**config.mk**
```make
export PLATFORM = sky130hd
export DESIGN_NAME = log_reservation_station
export DESIGN_NICKNAME = d
export VERILOG_FILES = /design/src/rtl/log_reservation_station.sv
export SDC_FILE = /design/constraint.sdc
export NUM_CORES = 1
export LEC_CHECK = 0
export ABC_AREA = 1
export CAP_MARGIN = 0
export CORE_MARGIN = 2
export CORE_UTILIZATION = 25
export DETAILED_ROUTE_END_ITERATION = 12
export SKIP_LAST_GASP = 1
export SYNTH_ARGS = -nofsm -noshare
export SYNTH_HDL_FRONTEND = slang
export SYNTH_SLANG_ARGS = --single-unit
```
**constraint.sdc**
```tcl
create_clock -name clk -period 2.95 [get_ports clk]
set_clock_uncertainty 0.15 [all_clocks]
set_input_delay 0.59 -clock clk [delete_from_list [all_inputs] [get_ports clk]]
set_output_delay 0.59 -clock clk [all_outputs]
set_load 0.02 [all_outputs]
```
**src/rtl/log_reservation_station.sv**
```systemverilog
// Reservation station for the logical execution unit: holds dispatched ops until
// both operands are known, snoops the CDB, issues in lowest-index order.
package log_rs_pkg;
    typedef struct packed {
        logic [2:0] operation;
        logic       alter_cr0;
    } log_decode_t;
endpackage

module log_reservation_station
    import log_rs_pkg::*;
#(
    parameter int DEPTH       = 4,
    parameter int RS_ID_WIDTH = 5,
    parameter int RS_ID_BASE  = 0
) (
    input  logic                   clk,
    input  logic                   rst,
    input  logic                   disp_valid,
    output logic                   disp_ready,
    input  logic                   disp_op1_valid,
    input  logic                   disp_op2_valid,
    input  logic [31:0]            disp_op1,
    input  logic [31:0]            disp_op2,
    input  logic [RS_ID_WIDTH-1:0] disp_op1_tag,
    input  logic [RS_ID_WIDTH-1:0] disp_op2_tag,
    input  logic                   disp_so,
    input  log_decode_t            disp_control,
    input  logic [4:0]             disp_result_reg_addr,
    input  logic                   cdb_valid,
    input  logic [RS_ID_WIDTH-1:0] cdb_rs_id,
    input  logic [31:0]            cdb_result,
    output logic                   issue_valid,
    input  logic                   issue_ready,
    output logic [RS_ID_WIDTH-1:0] issue_rs_id,
    output logic [4:0]             issue_result_reg_addr,
    output logic [31:0]            issue_op1,
    output logic [31:0]            issue_op2,
    output logic                   issue_so,
    output log_decode_t            issue_control
);

    typedef enum logic [1:0] {ST_FREE, ST_WAITING, ST_READY, ST_ISSUED} entry_state_t;

    entry_state_t           state_reg     [DEPTH];
    logic                   op1_valid_reg [DEPTH];
    logic                   op2_valid_reg [DEPTH];
    logic [31:0]            op1_reg       [DEPTH];
    logic [31:0]            op2_reg       [DEPTH];
    logic [RS_ID_WIDTH-1:0] op1_tag_reg   [DEPTH];
    logic [RS_ID_WIDTH-1:0] op2_tag_reg   [DEPTH];
    logic                   so_reg        [DEPTH];
    log_decode_t            control_reg   [DEPTH];
    logic [4:0]             rd_reg        [DEPTH];

    logic [DEPTH-1:0] free_vec, ready_vec, alloc_oh, issue_oh;
    logic [DEPTH-1:0] hit1_vec, hit2_vec, done_vec;

    genvar gi;
    generate
        for (gi = 0; gi < DEPTH; gi++) begin : gen_entry
            localparam logic [RS_ID_WIDTH-1:0] ENTRY_ID = RS_ID_WIDTH'(RS_ID_BASE + gi);
            assign free_vec[gi]  = (state_reg[gi] == ST_FREE);
            assign ready_vec[gi] = (state_reg[gi] == ST_READY);
            assign hit1_vec[gi]  = cdb_valid && !op1_valid_reg[gi] && (op1_tag_reg[gi] == cdb_rs_id);
            assign hit2_vec[gi]  = cdb_valid && !op2_valid_reg[gi] && (op2_tag_reg[gi] == cdb_rs_id);
            assign done_vec[gi]  = cdb_valid && (state_reg[gi] == ST_ISSUED) && (cdb_rs_id == ENTRY_ID);
        end
    endgenerate

    always_comb begin
        logic free_seen;
        logic ready_seen;
        free_seen  = 1'b0;
        ready_seen = 1'b0;
        alloc_oh   = '0;
        issue_oh   = '0;
        for (int i = 0; i < DEPTH; i++) begin
            alloc_oh[i] = free_vec[i] && !free_seen;
            issue_oh[i] = ready_vec[i] && !ready_seen;
            free_seen   = free_seen | free_vec[i];
            ready_seen  = ready_seen | ready_vec[i];
        end
    end

    // disp_ready looks only at registered state, so a same-cycle completion cannot be reused yet
    assign disp_ready  = |free_vec;
    assign issue_valid = |ready_vec;

    logic        disp_fire, issue_fire;
    logic        disp_hit1, disp_hit2, disp_ok1, disp_ok2;
    logic [31:0] disp_val1, disp_val2;

    assign disp_fire  = disp_valid && disp_ready;
    assign issue_fire = issue_valid && issue_ready;
    assign disp_hit1  = cdb_valid && !disp_op1_valid && (disp_op1_tag == cdb_rs_id);
    assign disp_hit2  = cdb_valid && !disp_op2_valid && (disp_op2_tag == cdb_rs_id);
    assign disp_ok1   = disp_op1_valid || disp_hit1;
    assign disp_ok2   = disp_op2_valid || disp_hit2;
    assign disp_val1  = disp_op1_valid ? disp_op1 : (disp_hit1 ? cdb_result : 32'd0);
    assign disp_val2  = disp_op2_valid ? disp_op2 : (disp_hit2 ? cdb_result : 32'd0);

    always_comb begin
        issue_rs_id           = '0;
        issue_result_reg_addr = '0;
        issue_op1             = '0;
        issue_op2             = '0;
        issue_so              = 1'b0;
        issue_control         = '0;
        for (int i = 0; i < DEPTH; i++) begin
            if (issue_oh[i]) begin
                issue_rs_id           = RS_ID_WIDTH'(RS_ID_BASE + i);
                issue_result_reg_addr = rd_reg[i];
                issue_op1             = op1_reg[i];
                issue_op2             = op2_reg[i];
                issue_so              = so_reg[i];
                issue_control         = control_reg[i];
            end
        end
    end

    always_ff @(posedge clk or negedge rst) begin
        if (!rst) begin
            for (int i = 0; i < DEPTH; i++) begin
                state_reg[i]     <= ST_FREE;
                op1_valid_reg[i] <= 1'b0;
                op2_valid_reg[i] <= 1'b0;
                op1_reg[i]       <= '0;
                op2_reg[i]       <= '0;
                op1_tag_reg[i]   <= '0;
                op2_tag_reg[i]   <= '0;
                so_reg[i]        <= 1'b0;
                control_reg[i]   <= '0;
                rd_reg[i]        <= '0;
            end
        end else begin
            for (int i = 0; i < DEPTH; i++) begin
                case (state_reg[i])
                    ST_FREE: begin
                        if (disp_fire && alloc_oh[i]) begin
                            op1_valid_reg[i] <= disp_ok1;
                            op2_valid_reg[i] <= disp_ok2;
                            op1_reg[i]       <= disp_val1;
                            op2_reg[i]       <= disp_val2;
                            op1_tag_reg[i]   <= disp_op1_tag;
                            op2_tag_reg[i]   <= disp_op2_tag;
                            so_reg[i]        <= disp_so;
                            control_reg[i]   <= disp_control;
                            rd_reg[i]        <= disp_result_reg_addr;
                            state_reg[i]     <= (disp_ok1 && disp_ok2) ? ST_READY : ST_WAITING;
                        end
                    end
                    ST_WAITING: begin
                        if (hit1_vec[i]) begin
                            op1_valid_reg[i] <= 1'b1;
                            op1_reg[i]       <= cdb_result;
                        end
                        if (hit2_vec[i]) begin
                            op2_valid_reg[i] <= 1'b1;
                            op2_reg[i]       <= cdb_result;
                        end
                        if ((op1_valid_reg[i] || hit1_vec[i]) && (op2_valid_reg[i] || hit2_vec[i]))
                            state_reg[i] <= ST_READY;
                    end
                    ST_READY: begin
                        if (issue_fire && issue_oh[i])
                            state_reg[i] <= ST_ISSUED;
                    end
                    ST_ISSUED: begin
                        if (done_vec[i])
                            state_reg[i] <= ST_FREE;
                    end
                    default: state_reg[i] <= ST_FREE;
                endcase
            end
        end
    end

endmodule
```
==> qor.txt, run 1 <==
Post-CTS Hold Buffers = 1
Count of library flops with an enable pin = 0
Die ar. = 0.0864 mm2
DR iter-0 viols = 2,354
Top cell category = logic gates
GRT Resource Usage Total = 0.201
Internal = 17,800 uW
Fillers = 8,810
Synth cell count leaders = 951 x nand2_1, 450 x a21oi_1, 384 x nor2_1
TAP cells = 1,080
Worst min-delay path class = reg2reg
Die Width = 294 um
DR top layer = met4
Reg area = 0.00881 mm2
Registers, synthesis = 352
Final non-clock buffer share = 0.148
Top power group = combinational logic
Worst setup EP type = primary output
Setup CP Type = reg2out
Synth warnings = 0
Final Setup Violations = 73
Gr busiest metal = met2
Vias in the first global route = 20,800
Startpoint types = register
Setup WS post-layout = -173 ps
Ys cells = 2,980
Top cells, area = dfrtp_1 42%, nand2_1 17%, a21oi_1 11%, nor2_1 6.9%, o21ai_4 4.6%
Wire per inst = 20.6 um
Metal1 wirelength = 37,400 um
Reg2reg end = op1_reg[18]
Failing checks = setup timing
Final worst-path cycle share = 1.06
Detail Placement HPWL = 57,200 um
Most instantiated library cell after synthesis = nand2_1
Place WS = -4.84 ps
Fin. Hold Viols = 0
P&R area growth vs syn = 29.1%
CTS Root Cell = clkbuf_16
Met2 routed WL = 40,400 um
Tot Pwr = 34,200 uW
Buf/Inv on CP = 3
Resized Gates After CTS = 364
Post-synth mux share = 0
Gate Area = 0.0105 mm2
Non-CTS buffers = 367
Vias/cell = 4.93
Top Layout Cells = 907 x nand2_1, 450 x a21oi_1, 381 x nor2_1, 352 x dfrtp_1, 234 x inv_1
Most used flip-flop cell = dfrtp_1
Ys async rst share = 1.00
Placed Area = 0.0251 mm2
Seq/Total Area, Yosys = 0.419
Worst vdd ir = 0.777 mV
Total CTS buffers = 44
Number of nets with antenna violations after routing = 0
Final global-route overflow total = 0
IO Port Bufs = 205
Antenna Cells = 0
Clock-cell share = 0.0550
Combinational power share = 0.569
Crit-path leading delay family = simple AND/OR/NAND/NOR gates
Antenna violations before repair = 0
Tightest Pin Transition = 1010 ps
Cell area after synthesis = 0.0210 mm2
Minimum clock period after layout = 3120 ps
Clock share of power = 0.165
Net Sw Frac = 0.480
Clk_lat worst skew = 600 ps
Power Density = 1260 mW/mm2
CTS tree = built
Relative slew slack = 0.326
Design area = 0.0271 mm2
Critical path, cell by cell = ha_4 > nor2_4 > nand2_2 > nor2_4 > buf_12 > buf_12 > nand2_2 > nand4_1 > buf_4
Mean Syn Cell Area = 7.05 um2
Core Box Area = 0.0834 mm2
Max-capacitance violation count = 0
Sequential cell area share = 0.325
Outcome = finished with violations
Leakage = 0.0132 uW
Post-synthesis cell type count = 32
Clock group = 5650 uW
Clock slew at reported path FFs = 60 ps
YS chip area = 0.0210 mm2
XORs/XNORs by Area = 0
FF-to-FF path depth = 13
Comb gates = 2,181
CP Capture Point = issue_op2[0]
Die H = 294 um
CTS Sinks = 352
# IOs = 209
Origin of the worst setup path = state_reg[5]
Met3 WL post-DR = 7510 um
Non-Filler Instances = 4,312
DRC = 0
CP max stage delay = 420 ps
Launching point of the worst reg2reg path = state_reg[5]
Initial DRT Pass Iterations = 6
Synth Area in Simple Gates = 0.296
Registers = 352
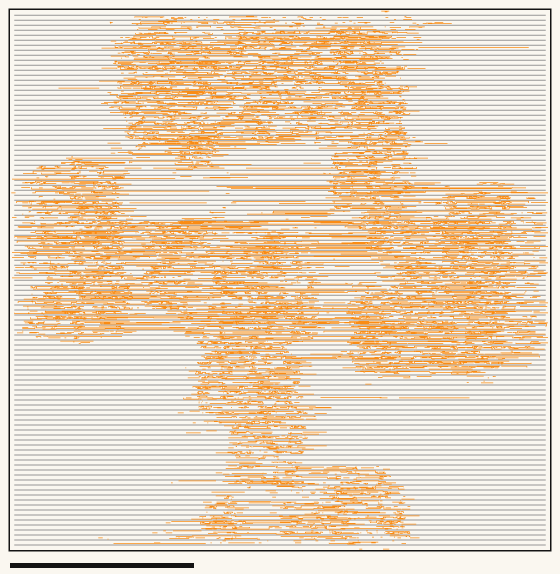
Figure 1: run 1, signal wires on met1.
Bar = 100 um. Supply wires on this layer in gray.
3,060 nets have wire on it. The layer holds 42% of the routed length.
GRT met1 Usage: 0.265
drt total wl: 88,700 um
via count: 21,200

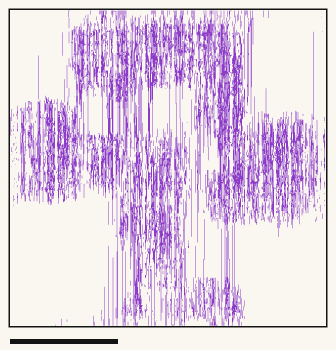
Figure 2: run 1, the metal 2 layer.
Bar = 100 um.
The layer holds 45% of the routed length. 2,467 nets have wire on it.
met2 usage in global routing: 0.329

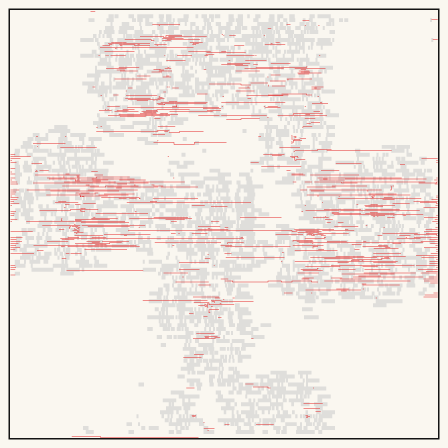
Figure 3: run 1, M3 wires.
Cells faint in the background.
The layer carries 7,510 um of wire. 345 nets have wire on it. The longest straight run is 126 um. The layer holds 8.5% of the routed length.
grt met3 use: 0.0342

==> run 2: changes to the inputs <==
--- a/config.mk
+++ b/config.mk
@@ -6,10 +6,12 @@
 export NUM_CORES = 1
 export LEC_CHECK = 0
 export ABC_AREA = 1
-export CAP_MARGIN = 0
+export CAP_MARGIN = 15
+export CORE_ASPECT_RATIO = 0.6
 export CORE_MARGIN = 2
 export CORE_UTILIZATION = 25
 export DETAILED_ROUTE_END_ITERATION = 12
+export SETUP_SLACK_MARGIN = 0.1
 export SKIP_LAST_GASP = 1
 export SYNTH_ARGS = -nofsm -noshare
 export SYNTH_HDL_FRONTEND = slang
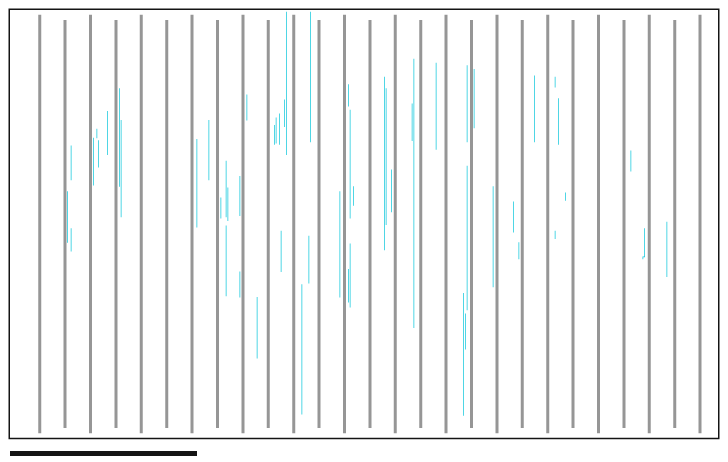
Figure 4: run 2, M4 wires.
Bar = 100 um. Supply wires on this layer in gray.
The layer carries 1,830 um of wire. The longest straight run is 144 um.
via count: 21,300
drt total wl: 90,100 um

==> run 2 against run 1 <==
  * The run still ends with setup timing left
  * Worst setup slack got worse by 7.8 ps
  * Synthesized area did not move
  * Clock-buffer cell count fell by 16
  * Non-clock buffer count rose by 4
  * Critical path depth rose by 1
  * Synthesized cell count did not move
  * Maximum frequency fell by 0.25%
  * Register-to-register slack improved by 50 ps
  * Highest routed layer is now met5
  * Combinational power rose by 2%
  * Global-route usage rose by 0.19 points
  * Cell count rose by 1.1%
  * Routed wire length rose by 1.5%
==> qor.txt, run 2 <==
Setup CP Type = reg2out
Gate Area = 0.0106 mm2
Non-Filler Instances = 4,359
Largest net degree at the start of global routing = 78
Core Box Area = 0.0833 mm2
Launching point of the worst reg2reg path = state_reg[5]
Buf/Inv on CP = 5
Critical path, cell by cell = ha_4 > nor2_4 > inv_2 > nor2_4 > buf_12 > buf_8 > buf_12 > nand2_2 > nand4_1 > buf_12
Antenna Cells = 1
Registers = 352
Final Setup Violations = 65
Clock-cell share = 0.0482
Clock group = 5190 uW
XORs/XNORs by Area = 0
Met2 usage in global routing = 0.291
Met2 routed WL = 37,300 um
Place WS = -134 ps
Mean Syn Cell Area = 7.05 um2
Post-synthesis cell type count = 32
Ys async rst share = 1.00
GRT Resource Usage Total = 0.203
Minimum clock period after layout = 3130 ps
Max-capacitance violation count = 0
Origin of the worst setup path = state_reg[5]
GRT met1 Usage = 0.290
YS chip area = 0.0210 mm2
Net Sw Frac = 0.485
DR iter-0 viols = 2,884
Fillers = 8,892
Metal1 wirelength = 39,800 um
Startpoint types = register
DR top layer = met5
Initial DRT Pass Iterations = 5
Synth cell count leaders = 951 x nand2_1, 450 x a21oi_1, 384 x nor2_1
Die H = 229 um
DRC = 0
Resized Gates After CTS = 367
Die ar. = 0.0865 mm2
Final non-clock buffer share = 0.151
Internal = 17,600 uW
Worst vdd ir = 0.814 mV
Clock share of power = 0.152
Sequential power = 9200 uW
Synth warnings = 0
Top Layout Cells = 890 x nand2_1, 450 x a21oi_1, 381 x nor2_1, 352 x dfrtp_1, 234 x inv_1
P&R area growth vs syn = 29.2%
FF-to-FF path depth = 9
CTS Sinks = 352
Worst min-delay path class = reg2reg
Grt met3 use = 0.0727
Setup WS post-layout = -181 ps
Design area = 0.0271 mm2
Fin. Hold Viols = 0
Synth Area in Simple Gates = 0.296
Power Density = 1260 mW/mm2
Combinational power share = 0.579
# IOs = 209
Top power group = combinational logic
Non-CTS buffers = 371
Vias in the first global route = 20,100
Row count = 82
Gr busiest metal = met2
Failing checks = setup timing
CTS tree = built
IO Port Bufs = 205
Detail Placement HPWL = 59,800 um
Worst setup EP type = primary output
Yosys aoi share = 0.180
Cell area after synthesis = 0.0210 mm2
Relative slew slack = 0.367
CP max stage delay = 410 ps
Wire per inst = 20.7 um
Clock slew at reported path FFs = 70 ps
Top cell category = logic gates
Count of library flops with an enable pin = 0
Leakage = 0.0132 uW
CTS Root Cell = clkbuf_16
Outcome = finished with violations
Met3 WL post-DR = 11,100 um
Comb gates = 2,181
Top cells, area = dfrtp_1 42%, nand2_1 17%, a21oi_1 11%, nor2_1 6.9%, o21ai_4 4.6%
Vias/cell = 4.88
Total CTS buffers = 38
Final global-route overflow total = 0
Ys cells = 2,980
TAP cells = 1,134
CP Capture Point = issue_op1[1]
Antenna violations before repair = 3
Most used flip-flop cell = dfrtp_1
Tot Pwr = 34,200 uW
Clk_lat worst skew = 600 ps
Registers, synthesis = 352
Post-CTS Hold Buffers = 1
Power and IR drop assume default switching activity.
